===== config.mk =====
export PLATFORM = sky130hd
export DESIGN_NAME = alu_dispatch_flat
export DESIGN_NICKNAME = d
export VERILOG_FILES = /design/src/rtl/alu_dispatch_if.sv /design/src/rtl/alu_dispatch.sv /design/src/flat_wrapper.sv
export SDC_FILE = /design/constraint.sdc
export NUM_CORES = 1
export LEC_CHECK = 0
export ABC_AREA = 1
export CAP_MARGIN = 10
export CORE_MARGIN = 10
export CORE_UTILIZATION = 50
export CTS_CLUSTER_DIAMETER = 40
export CTS_CLUSTER_SIZE = 30
export DETAILED_ROUTE_END_ITERATION = 10
export PLACE_DENSITY = 0.86
export REMOVE_ABC_BUFFERS = 1
export SYNTH_ARGS = -nofsm -noshare
export SYNTH_HDL_FRONTEND = slang
export SYNTH_SLANG_ARGS = --single-unit

===== constraint.sdc =====
create_clock -name clk -period 2.5 [get_ports clk]
set_clock_uncertainty 0.1 [all_clocks]
set_input_delay 0.25 -clock clk [delete_from_list [all_inputs] [get_ports clk]]
set_output_delay 0.25 -clock clk [all_outputs]
set_load 0.005 [all_outputs]

===== src/rtl/alu_dispatch_if.sv =====
// Request and dispatch channel bundle for alu_dispatch.
// The slave modport is the dispatcher side; the master modport is the requester and unit side.
interface alu_dispatch_if #(
    parameter int unsigned WL   = 32,
    parameter int unsigned OPW  = 4,
    parameter int unsigned TAGW = 4,
    parameter int unsigned CNTW = 16
) ();
    logic            in_valid;
    logic            in_ready;
    logic            in_sel;
    logic [OPW-1:0]  in_op;
    logic [WL-1:0]   in_a;
    logic [WL-1:0]   in_b;

    logic            ar_valid;
    logic            ar_ready;
    logic [OPW-1:0]  ar_op;
    logic [WL-1:0]   ar_a;
    logic [WL-1:0]   ar_b;
    logic [TAGW-1:0] ar_tag;

    logic            lg_valid;
    logic            lg_ready;
    logic [OPW-1:0]  lg_op;
    logic [WL-1:0]   lg_a;
    logic [WL-1:0]   lg_b;
    logic [TAGW-1:0] lg_tag;

    logic [CNTW-1:0] ar_count;
    logic [CNTW-1:0] lg_count;

    modport master (
        output in_valid, in_sel, in_op, in_a, in_b, ar_ready, lg_ready,
        input  in_ready,
        input  ar_valid, ar_op, ar_a, ar_b, ar_tag,
        input  lg_valid, lg_op, lg_a, lg_b, lg_tag,
        input  ar_count, lg_count
    );

    modport slave (
        input  in_valid, in_sel, in_op, in_a, in_b, ar_ready, lg_ready,
        output in_ready,
        output ar_valid, ar_op, ar_a, ar_b, ar_tag,
        output lg_valid, lg_op, lg_a, lg_b, lg_tag,
        output ar_count, lg_count
    );
endinterface


===== src/rtl/alu_dispatch.sv =====
// Routes one request per cycle into a one-entry arithmetic or logic slot,
// stamping a wrapping sequence tag and counting dispatches per unit.
module alu_dispatch #(
    parameter int unsigned WL   = 32,
    parameter int unsigned OPW  = 4,
    parameter int unsigned TAGW = 4,
    parameter int unsigned CNTW = 16
) (
    input  logic          clk,
    input  logic          rst_n,
    alu_dispatch_if.slave bus
);

    typedef enum logic {
        S_EMPTY = 1'b0,
        S_FULL  = 1'b1
    } slot_state_e;

    typedef struct packed {
        logic [OPW-1:0]  op;
        logic [WL-1:0]   a;
        logic [WL-1:0]   b;
        logic [TAGW-1:0] tag;
    } slot_t;

    slot_state_e     ar_state_q, ar_state_d;
    slot_state_e     lg_state_q, lg_state_d;
    slot_t           ar_slot_q, ar_slot_d;
    slot_t           lg_slot_q, lg_slot_d;
    slot_t           req_c;
    logic [TAGW-1:0] tag_q, tag_d;
    logic [CNTW-1:0] ar_cnt_q, ar_cnt_d;
    logic [CNTW-1:0] lg_cnt_q, lg_cnt_d;

    logic ar_free_c, lg_free_c;
    logic ar_drain_c, lg_drain_c;
    logic accept_c, ar_acc_c, lg_acc_c;

    // A slot can take a new request if it is empty or draining this cycle.
    assign ar_drain_c = (ar_state_q == S_FULL) & bus.ar_ready;
    assign lg_drain_c = (lg_state_q == S_FULL) & bus.lg_ready;
    assign ar_free_c  = (ar_state_q == S_EMPTY) | bus.ar_ready;
    assign lg_free_c  = (lg_state_q == S_EMPTY) | bus.lg_ready;

    assign bus.in_ready = bus.in_sel ? lg_free_c : ar_free_c;
    assign accept_c     = bus.in_valid & bus.in_ready;
    assign ar_acc_c     = accept_c & ~bus.in_sel;
    assign lg_acc_c     = accept_c & bus.in_sel;

    assign req_c = '{op: bus.in_op, a: bus.in_a, b: bus.in_b, tag: tag_q};

    always_ff @(posedge clk or negedge rst_n) begin
        if (!rst_n) begin
            ar_state_q <= S_EMPTY;
            lg_state_q <= S_EMPTY;
            ar_slot_q  <= '0;
            lg_slot_q  <= '0;
            tag_q      <= '0;
            ar_cnt_q   <= '0;
            lg_cnt_q   <= '0;
        end else begin
            ar_state_q <= ar_state_d;
            lg_state_q <= lg_state_d;
            ar_slot_q  <= ar_slot_d;
            lg_slot_q  <= lg_slot_d;
            tag_q      <= tag_d;
            ar_cnt_q   <= ar_cnt_d;
            lg_cnt_q   <= lg_cnt_d;
        end
    end

    always_comb begin
        ar_state_d = ar_state_q;
        lg_state_d = lg_state_q;
        ar_slot_d  = ar_slot_q;
        lg_slot_d  = lg_slot_q;
        tag_d      = tag_q;
        ar_cnt_d   = ar_cnt_q;
        lg_cnt_d   = lg_cnt_q;

        case (ar_state_q)
            S_EMPTY: if (ar_acc_c) ar_state_d = S_FULL;
            S_FULL:  if (!ar_acc_c && ar_drain_c) ar_state_d = S_EMPTY;
            default: ar_state_d = S_EMPTY;
        endcase

        case (lg_state_q)
            S_EMPTY: if (lg_acc_c) lg_state_d = S_FULL;
            S_FULL:  if (!lg_acc_c && lg_drain_c) lg_state_d = S_EMPTY;
            default: lg_state_d = S_EMPTY;
        endcase

        if (ar_acc_c) ar_slot_d = req_c;
        if (lg_acc_c) lg_slot_d = req_c;

        if (accept_c) tag_d = tag_q + TAGW'(1);

        // Counters stick at all-ones rather than wrapping.
        if (ar_acc_c && (ar_cnt_q != '1)) ar_cnt_d = ar_cnt_q + CNTW'(1);
        if (lg_acc_c && (lg_cnt_q != '1)) lg_cnt_d = lg_cnt_q + CNTW'(1);
    end

    assign bus.ar_valid = (ar_state_q == S_FULL);
    assign bus.ar_op    = ar_slot_q.op;
    assign bus.ar_a     = ar_slot_q.a;
    assign bus.ar_b     = ar_slot_q.b;
    assign bus.ar_tag   = ar_slot_q.tag;

    assign bus.lg_valid = (lg_state_q == S_FULL);
    assign bus.lg_op    = lg_slot_q.op;
    assign bus.lg_a     = lg_slot_q.a;
    assign bus.lg_b     = lg_slot_q.b;
    assign bus.lg_tag   = lg_slot_q.tag;

    assign bus.ar_count = ar_cnt_q;
    assign bus.lg_count = lg_cnt_q;

endmodule


===== src/flat_wrapper.sv =====
// flat-port wrapper written by rule: the top's interface ports become plain ports
module alu_dispatch_flat 
#(
    parameter int unsigned WL   = 32,
    parameter int unsigned OPW  = 4,
    parameter int unsigned TAGW = 4,
    parameter int unsigned CNTW = 16
)
  (clk, rst_n, bus_in_valid, bus_in_sel, bus_in_op, bus_in_a, bus_in_b, bus_ar_ready, bus_lg_ready, bus_in_ready, bus_ar_valid, bus_ar_op, bus_ar_a, bus_ar_b, bus_ar_tag, bus_lg_valid, bus_lg_op, bus_lg_a, bus_lg_b, bus_lg_tag, bus_ar_count, bus_lg_count);
  alu_dispatch_if #(.WL(WL), .OPW(OPW), .TAGW(TAGW), .CNTW(CNTW)) bus_i ();
  input  logic clk;
  input  logic rst_n;
  input wire logic [$bits(bus_i.in_valid)-1:0] bus_in_valid;
  input wire logic [$bits(bus_i.in_sel)-1:0] bus_in_sel;
  input wire logic [$bits(bus_i.in_op)-1:0] bus_in_op;
  input wire logic [$bits(bus_i.in_a)-1:0] bus_in_a;
  input wire logic [$bits(bus_i.in_b)-1:0] bus_in_b;
  input wire logic [$bits(bus_i.ar_ready)-1:0] bus_ar_ready;
  input wire logic [$bits(bus_i.lg_ready)-1:0] bus_lg_ready;
  output wire logic [$bits(bus_i.in_ready)-1:0] bus_in_ready;
  output wire logic [$bits(bus_i.ar_valid)-1:0] bus_ar_valid;
  output wire logic [$bits(bus_i.ar_op)-1:0] bus_ar_op;
  output wire logic [$bits(bus_i.ar_a)-1:0] bus_ar_a;
  output wire logic [$bits(bus_i.ar_b)-1:0] bus_ar_b;
  output wire logic [$bits(bus_i.ar_tag)-1:0] bus_ar_tag;
  output wire logic [$bits(bus_i.lg_valid)-1:0] bus_lg_valid;
  output wire logic [$bits(bus_i.lg_op)-1:0] bus_lg_op;
  output wire logic [$bits(bus_i.lg_a)-1:0] bus_lg_a;
  output wire logic [$bits(bus_i.lg_b)-1:0] bus_lg_b;
  output wire logic [$bits(bus_i.lg_tag)-1:0] bus_lg_tag;
  output wire logic [$bits(bus_i.ar_count)-1:0] bus_ar_count;
  output wire logic [$bits(bus_i.lg_count)-1:0] bus_lg_count;
  assign bus_i.in_valid = bus_in_valid;
  assign bus_i.in_sel = bus_in_sel;
  assign bus_i.in_op = bus_in_op;
  assign bus_i.in_a = bus_in_a;
  assign bus_i.in_b = bus_in_b;
  assign bus_i.ar_ready = bus_ar_ready;
  assign bus_i.lg_ready = bus_lg_ready;
  assign bus_in_ready = bus_i.in_ready;
  assign bus_ar_valid = bus_i.ar_valid;
  assign bus_ar_op = bus_i.ar_op;
  assign bus_ar_a = bus_i.ar_a;
  assign bus_ar_b = bus_i.ar_b;
  assign bus_ar_tag = bus_i.ar_tag;
  assign bus_lg_valid = bus_i.lg_valid;
  assign bus_lg_op = bus_i.lg_op;
  assign bus_lg_a = bus_i.lg_a;
  assign bus_lg_b = bus_i.lg_b;
  assign bus_lg_tag = bus_i.lg_tag;
  assign bus_ar_count = bus_i.ar_count;
  assign bus_lg_count = bus_i.lg_count;
  alu_dispatch #(.WL(WL), .OPW(OPW), .TAGW(TAGW), .CNTW(CNTW)) u_core (.clk(clk), .rst_n(rst_n), .bus(bus_i));
endmodule

==> images/placement_by_type.png <==
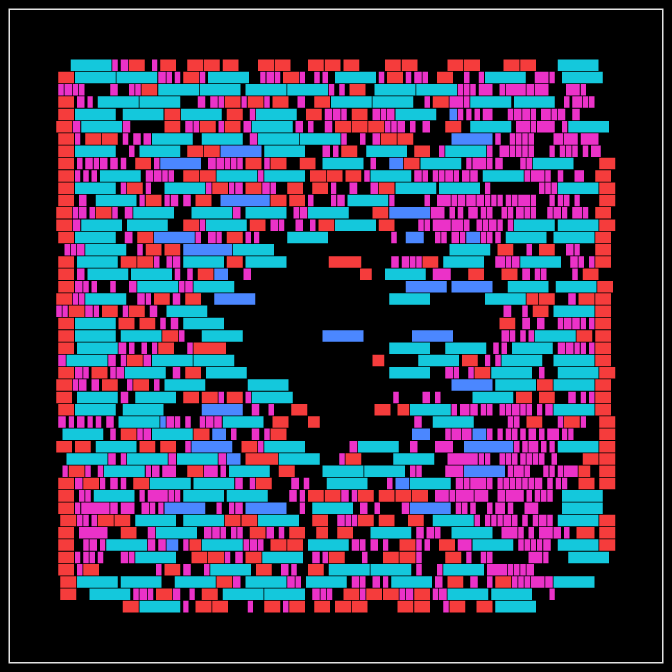
remaining buffers and delay cells -> red  # cells 264, share of their area 25%
combinational and other logic -> magenta  # cells 641, share of their area 27%
sequential cells -> cyan  # cells 182, share of their area 42%
clock drivers and dummy loads -> blue  # cells 32, share of their area 5.7%

==> flow_summary.yaml <==
# physical design summary
logic_synthesis:
  synth.lib_cells_used.distinct: 25
  synth-simple-area-share_pct: 19.2
  ys_cells: 859
  yosys_top_cell_by_area: "sky130_fd_sc_hd__dfrtp_1"
  synth_flops: 182
  synth_top_cell_by_count: "sky130_fd_sc_hd__nand2_1"
clock_network:
  htree_levels: 4
  post-cts-setup-buffers: 0
  ctsLongestPathBuffers: 2
route:
  met3RoutedLength_um: 2230
  metal_1_wl_um: 8090
  post_drt_via_cell_ratio: 4.96
  postRouteWirelength_um: 21300
layout:
  ff_latch_area_um2: 4550
  sh_comb_area_pct: 23.0
  nFillCells: 1075
  area.share.sequential_pct: 41.4
  bufAreaShareNonClock_pct: 24.1
  insertedDiodeCount: 0
  layout.cell_area.non_filler_um2: 11000
  non_clock_buffer_count: 264
  final_net_count: 1183
place:
  io_buffer_count: 252
  dpl_worst_slack_ns: 0.290
pwr:
  powerDensity_nw_per_um2: 807
  static-leakage-power_uw: 0.00513
  swShare_pct: 28.5
  finalPower_uw: 8870
sta:
  finalCritPeriodShare_pct: 80.7
  post-route-worst-setup-slack_ns: 0.483
  maxSlewViolCount: 0
  max_freq_mhz: 496
  rsz0062_at_grt: "false"
setup_path:
  timing.critical_path.required_ns: 2.15
  startpoint_type: "flip-flop"
  r2r-end: "u_core.bus.lg_count[5]"
  number_of_cells_on_the_critical_path: 4
status:
  status: "complete, no violations"
worst_hold_path:
  holdPathStages: 3
die:
  total_die_area_um2: 20800
  die_h_um: 144
grt:
  met2_usage_pct: 33.9
  grt_util_met1_pct: 23.3
==> images/clk_routes.png <==
Bar = 50 µm.
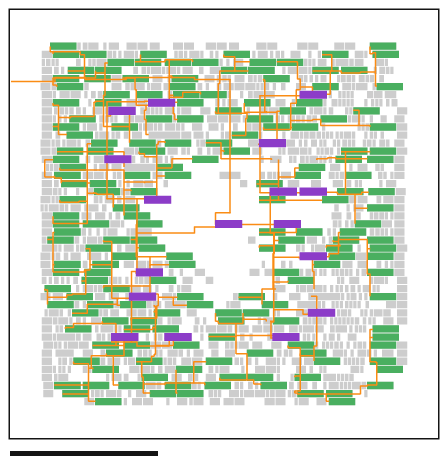
clock drivers -> purple  # count 17
flip-flops -> green  # count 182
clock wires -> orange  # length 2090 µm
routed clock nets = 18
flops lie = spread over the die

Power is estimated from default activity; no workload was simulated.
